==> config.mk <==
export PLATFORM = sky130hd
export DESIGN_NAME = mem_arbiter_flat
export DESIGN_NICKNAME = d
export VERILOG_FILES = /design/src/rtl/mem_arbiter_if.sv /design/src/rtl/mem_arbiter.sv /design/src/flat_wrapper.sv
export SDC_FILE = /design/constraint.sdc
export NUM_CORES = 1
export LEC_CHECK = 0
export ABC_AREA = 1
export CORE_UTILIZATION = 41
export CTS_CLUSTER_DIAMETER = 80
export DETAILED_ROUTE_END_ITERATION = 6
export PLACE_DENSITY = 0.8
export SYNTH_ARGS = -nofsm -noshare
export SYNTH_HDL_FRONTEND = slang
export SYNTH_SLANG_ARGS = --single-unit
==> constraint.sdc <==
create_clock -name clk -period 4.94 [get_ports clk]
set_input_delay 0.741 -clock clk [delete_from_list [all_inputs] [get_ports clk]]
set_output_delay 0.741 -clock clk [all_outputs]
set_load 0.05 [all_outputs]
**Run 1: placement by cell class**

Drawn at 2 px/um.
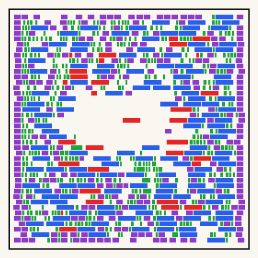
colour	class	cells	share of their area
red	clock drivers and dummy loads	31	7.6%
blue	sequential cells	138	39%
purple	remaining buffers and delay cells	270	30%
green	combinational and other logic	487	23%
final cell utilization of the core: 0.684
Placement Rows: 42
Post-Layout Inst Area: 9090 um2
core area: 13300 um2

**Run 1: metal 3**

Drawn at 3 px/um. Cells faint in the background.
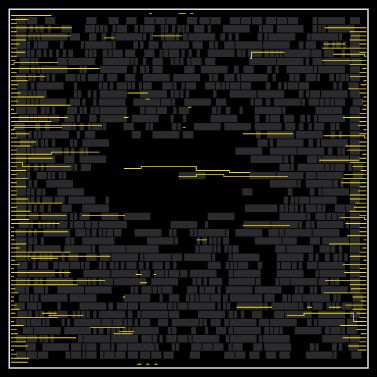
share of all routed wire	9.0%
nets with wire on the layer	185
main direction	horizontal
longest straight run	32.9 um
wire length on this layer	1340 um
global routing usage on met3: 0.0747
Vias: 5138
Routed Wire Length: 14900 um

**Run 1: the clock network**

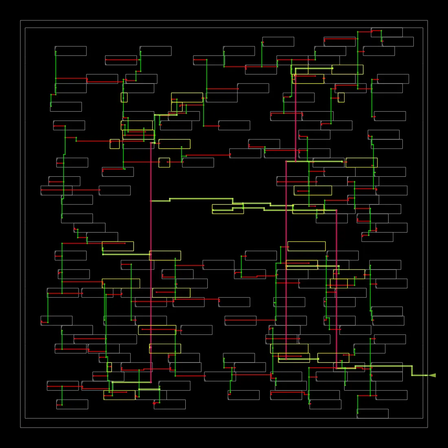
Flops: 138
clock-net power: 1.43 mW

==> Slide: Implementation Results, run 1 <==
Implementation Results

Detailed routing
  – DRT iter0 DRCs: 263
  – Wire length per cell: 13.5 um

Synthesis
  – Yosys chip area: 5620 um2
  – Mux share: 0
  – Sequential area share after synthesis: 0.614
  – Post-Synthesis Cells: 656
  – Yosys aoi share: 0.116
  – Synth Cell Area: 5620 um2
  – Cells in synth_stat.txt: 656
  – Syn Nets: 792

Clock tree
  – Clk pin slew, worst setup/hold paths: 0.06 ns
  – Late-Pin Clk Latency: 0.41 ns
  – Postcts setup bufs: 0
  – CTS buffer count: 17
  – Root Driver: clkbuf_16
  – Maximum clock path buffer count: 2

Setup path
  – Crit Path Max Fanout: 3
  – Cell family with the largest share of critical-path delay: buffers and inverters
  – Startpoint Class: register
  – Critical Path End Type: primary output
  – Req. time, crit path: 4.20 ns
  – CP cell instances: clkdlybuf4s50_1
  – Reg2Reg Depth: 4
  – CP max stage cell: clkdlybuf4s50_1
  – Crit path DAT: 1.78 ns

Floorplan
  – Die y size: 119 um
  – Floorplan core density: 0.423

Global route
  – First-pass GRT wire length: 24400 um
  – Vias in the first global route: 4967
  – GRT overflow: 0
  – Met1 GRT Util: 0.270
  – Largest net degree at the start of global routing: 110

Placed design
  – I/O Buffers: 266

Status
  – Status: complete, no violations

Min path
  – Min-delay worst type: register to register

Power
  – Final Total Pwr: 7.28 mW
  – IR drop worst, VDD: 0.376 mV

STA
  – FMAX: 396 MHz
  – Final setup TNS: 0 ns
  – Max Slew Vio Count: 0
run 1: synth_stat cells (all sizes together):
cell and instances:
nand2 205, buf 14, o21ai 129, nor2 40, nand4 1, a21oi 1, ha 3, inv 106
clkbuf 17, dfstp 1, dfrtp 137, nand3 2
run 1: cells by family (layout without fill, tap and decap cells):
| group | count (synthesis) | count (layout) |
|---|---|---|
| compound gates | 130 | 130 |
| fa+ha+maj | 3 | 3 |
| buf+inv | 137 | 407 |
| flops | 138 | 138 |
| simple gates | 248 | 248 |
run 1: power breakdown:
part	internal (mW)	total, mW	leakage (nW)	switching (mW)
Sequential	1.67	1.95	1.72	0.287
Clock	0.971	1.43	0.326	0.463
Combinational	1.22	3.89	2.38	2.67
Total	3.86	7.28	4.42	3.42
run 1: routing by layer:
| layer | wire (um) | share of wire |
|---|---|---|
| met5 | 0 | 0 |
| met3 | 1340 | 0.090 |
| met1 | 6160 | 0.41 |
| met4 | 384 | 0.026 |
| met2 | 7030 | 0.47 |
run 1: layout make-up:
| type | count | area (um2) | share of cell area |
|---|---|---|---|
| flip-flops and latches | 138 | 3450 | 0.380 |
| repair buffers | 270 | 2690 | 0.296 |
| multi-input cells | 381 | 1650 | 0.181 |
| clock buffers | 20 | 457 | 0.0503 |
| inverters | 106 | 403 | 0.0443 |
| well taps | 176 | 220 | 0.0242 |
| clock inverters | 11 | 215 | 0.0237 |
run 1: through the flow:
stage	cell area [um2]	hold WS (ns)	instances
2_1_floorplan	5620	0.485	656
3_3_place_gp	8420	0.465	1071
3_5_place_dp	8420	0.471	1071
4_1_cts	9090	0.485	1102
5_1_grt	9090	0.506	1102
6_report	9090	0.481	1102
run 1: cells in the final DEF (no fill, tap or decap), types with 4 or more instances in the layout:
cell / synthesis / final
clkdlybuf4s50_1: 0 / 266
nand2_1: 204 / 202
dfrtp_1: 137 / 137
inv_1: 106 / 105
o21ai_0: 97 / 97
nor2_1: 39 / 39
o21ai_1: 31 / 31
clkbuf_16: 0 / 17
bufinv_16: 0 / 6
buf_4: 2 / 4
**Run 1: clock network drawn from the DEF**

Drawn at 4 px/um.
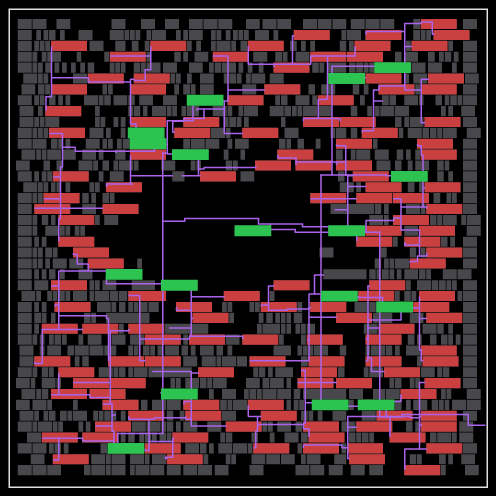

==> inputs of run 2 (changes only) <==
==> constraint.sdc (replaced) <==
create_clock -name clk -period 2.6 [get_ports clk]
set_input_delay 0.39 -clock clk [delete_from_list [all_inputs] [get_ports clk]]
set_output_delay 0.39 -clock clk [all_outputs]
set_load 0.05 [all_outputs]
**Run 2: clock network drawn from the DEF**

Drawn at 4 px/um.
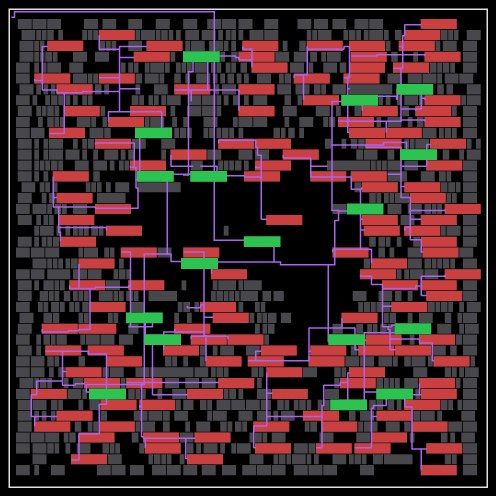
[green] clock drivers | count: 17
[purple] clock wires | length: 1640 um
[red] flip-flops | count: 138
flops lie	spread over the die
Worst Clk Skew: 0.00903 ns
Clock Power Share: 0.182

==> Slide: Implementation Results, run 2 <==
Implementation Results

Status
  – Status: complete, no violations

Clock tree
  – Postcts setup bufs: 0 (unchanged)
  – CTS buffer count: 17 (unchanged)
  – Root Driver: clkbuf_16
  – Late-Pin Clk Latency: 0.41 ns (about the same)
  – Maximum clock path buffer count: 2 (unchanged)
  – Clk pin slew, worst setup/hold paths: 0.06 ns (about the same)

Detailed routing
  – Wire length per cell: 13.5 um (-0.27%)
  – DRT iter0 DRCs: 350 (+33%)
  – Routed Wire Length: 15000 um (+0.45%)

Setup path
  – Reg2Reg Depth: 7 (+3)
  – Cell family with the largest share of critical-path delay: buffers and inverters
  – Critical Path End Type: primary output
  – CP cell instances: clkdlybuf4s50_1
  – Req. time, crit path: 2.21 ns (-1.99 ns)
  – CP max stage cell: clkdlybuf4s50_1

STA
  – Fin Hold WS: 0.483 ns (+0.00224 ns)
  – FMAX: 464 MHz

Floorplan
  – Placement Rows: 42 (unchanged)
  – Core area: 13300 um2 (unchanged)
  – Floorplan core density: 0.423 (unchanged)
  – Die y size: 119 um (unchanged)

Placed design
  – I/O Buffers: 266 (unchanged)

Synthesis
  – Synth async-reset ratio: 1.00 (unchanged)
  – Synth top cells by count: nand2_1, dfrtp_1, inv_1
  – Yosys aoi share: 0.116 (unchanged)
  – Yosys chip area: 5620 um2 (unchanged)
  – Syn Nets: 792 (unchanged)
  – Post-Synthesis Cells: 656 (unchanged)
  – Post-synth EDFFs: 0 (unchanged)

Power
  – IR drop worst, VDD: 0.734 mV (+95%)

Global route
  – Vias in the first global route: 4951 (-0.32%)

Final layout
  – Most instantiated logic cells after routing: clkdlybuf4s50_1, nand2_1, dfrtp_1
  – Commonest Layout Cell: clkdlybuf4s50_1
  – Final cell utilization of the core: 0.686 (+0.00273)

Min path
  – Min-delay worst type: register to register
[run 2: netlist changes by cell type in the layout (fill, tap and decap cells not counted), moves of 2 or more]
| cell | previous run | this run |
|---|---|---|
| buf_12 | 0 | 3 |
| buf_4 | 4 | 8 |
| bufinv_16 | 6 | 4 |
| clkinv_2 | 2 | 4 |
| clkinvlp_4 | 1 | 3 |
| inv_6 | 2 | 0 |
[run 2: per-stage QoR]
step | total power [mW] | instance area [um2]
floorplan | 8.52 | 5630
finish | 13.7 | 9120
global placement | 11.1 | 8500
global route | 14.4 | 9120
CTS | 13.8 | 9120
detailed placement | 11.3 | 8500
[run 2: cells by family after synthesis]
logic type,Yosys count
and+or+nand+nor,248
DFF,138
buffers and inverters,137
AOI/OAI and AO/OA,130
adders and majority gates,3
[run 2: power breakdown]
group	total (mW)	internal (mW)	switching [mW]
Combinational	7.48	2.40	5.09
Sequential	3.71	3.16	0.552
Clock	2.50	1.62	0.875
[run 2: cell type report]
cell class                      instances  area (um2)  area share
Sequential cell                       138        3450       0.379
Timing Repair Buffer                  277        2780       0.305
Multi-Input combinational cell        381        1650       0.180
Clock buffer                           20         447      0.0490
Inverter                              106         402      0.0440
Tap cell                              176         220      0.0241
Clock inverter                         12         173      0.0189
[run 2: metal layers]
| layer | routed length (um) | vias to the layer above | track usage |
|---|---|---|---|
| li1 | - | 2522 | - |
| met1 | 6220 | 2307 | 0.263 |
| met2 | 7260 | 208 | 0.370 |
| met3 | 1280 | 16 | 0.0776 |
| met4 | 223 | 0 | 0.0854 |
| met5 | 0 | - | 0 |
Power and IR drop assume default switching activity.
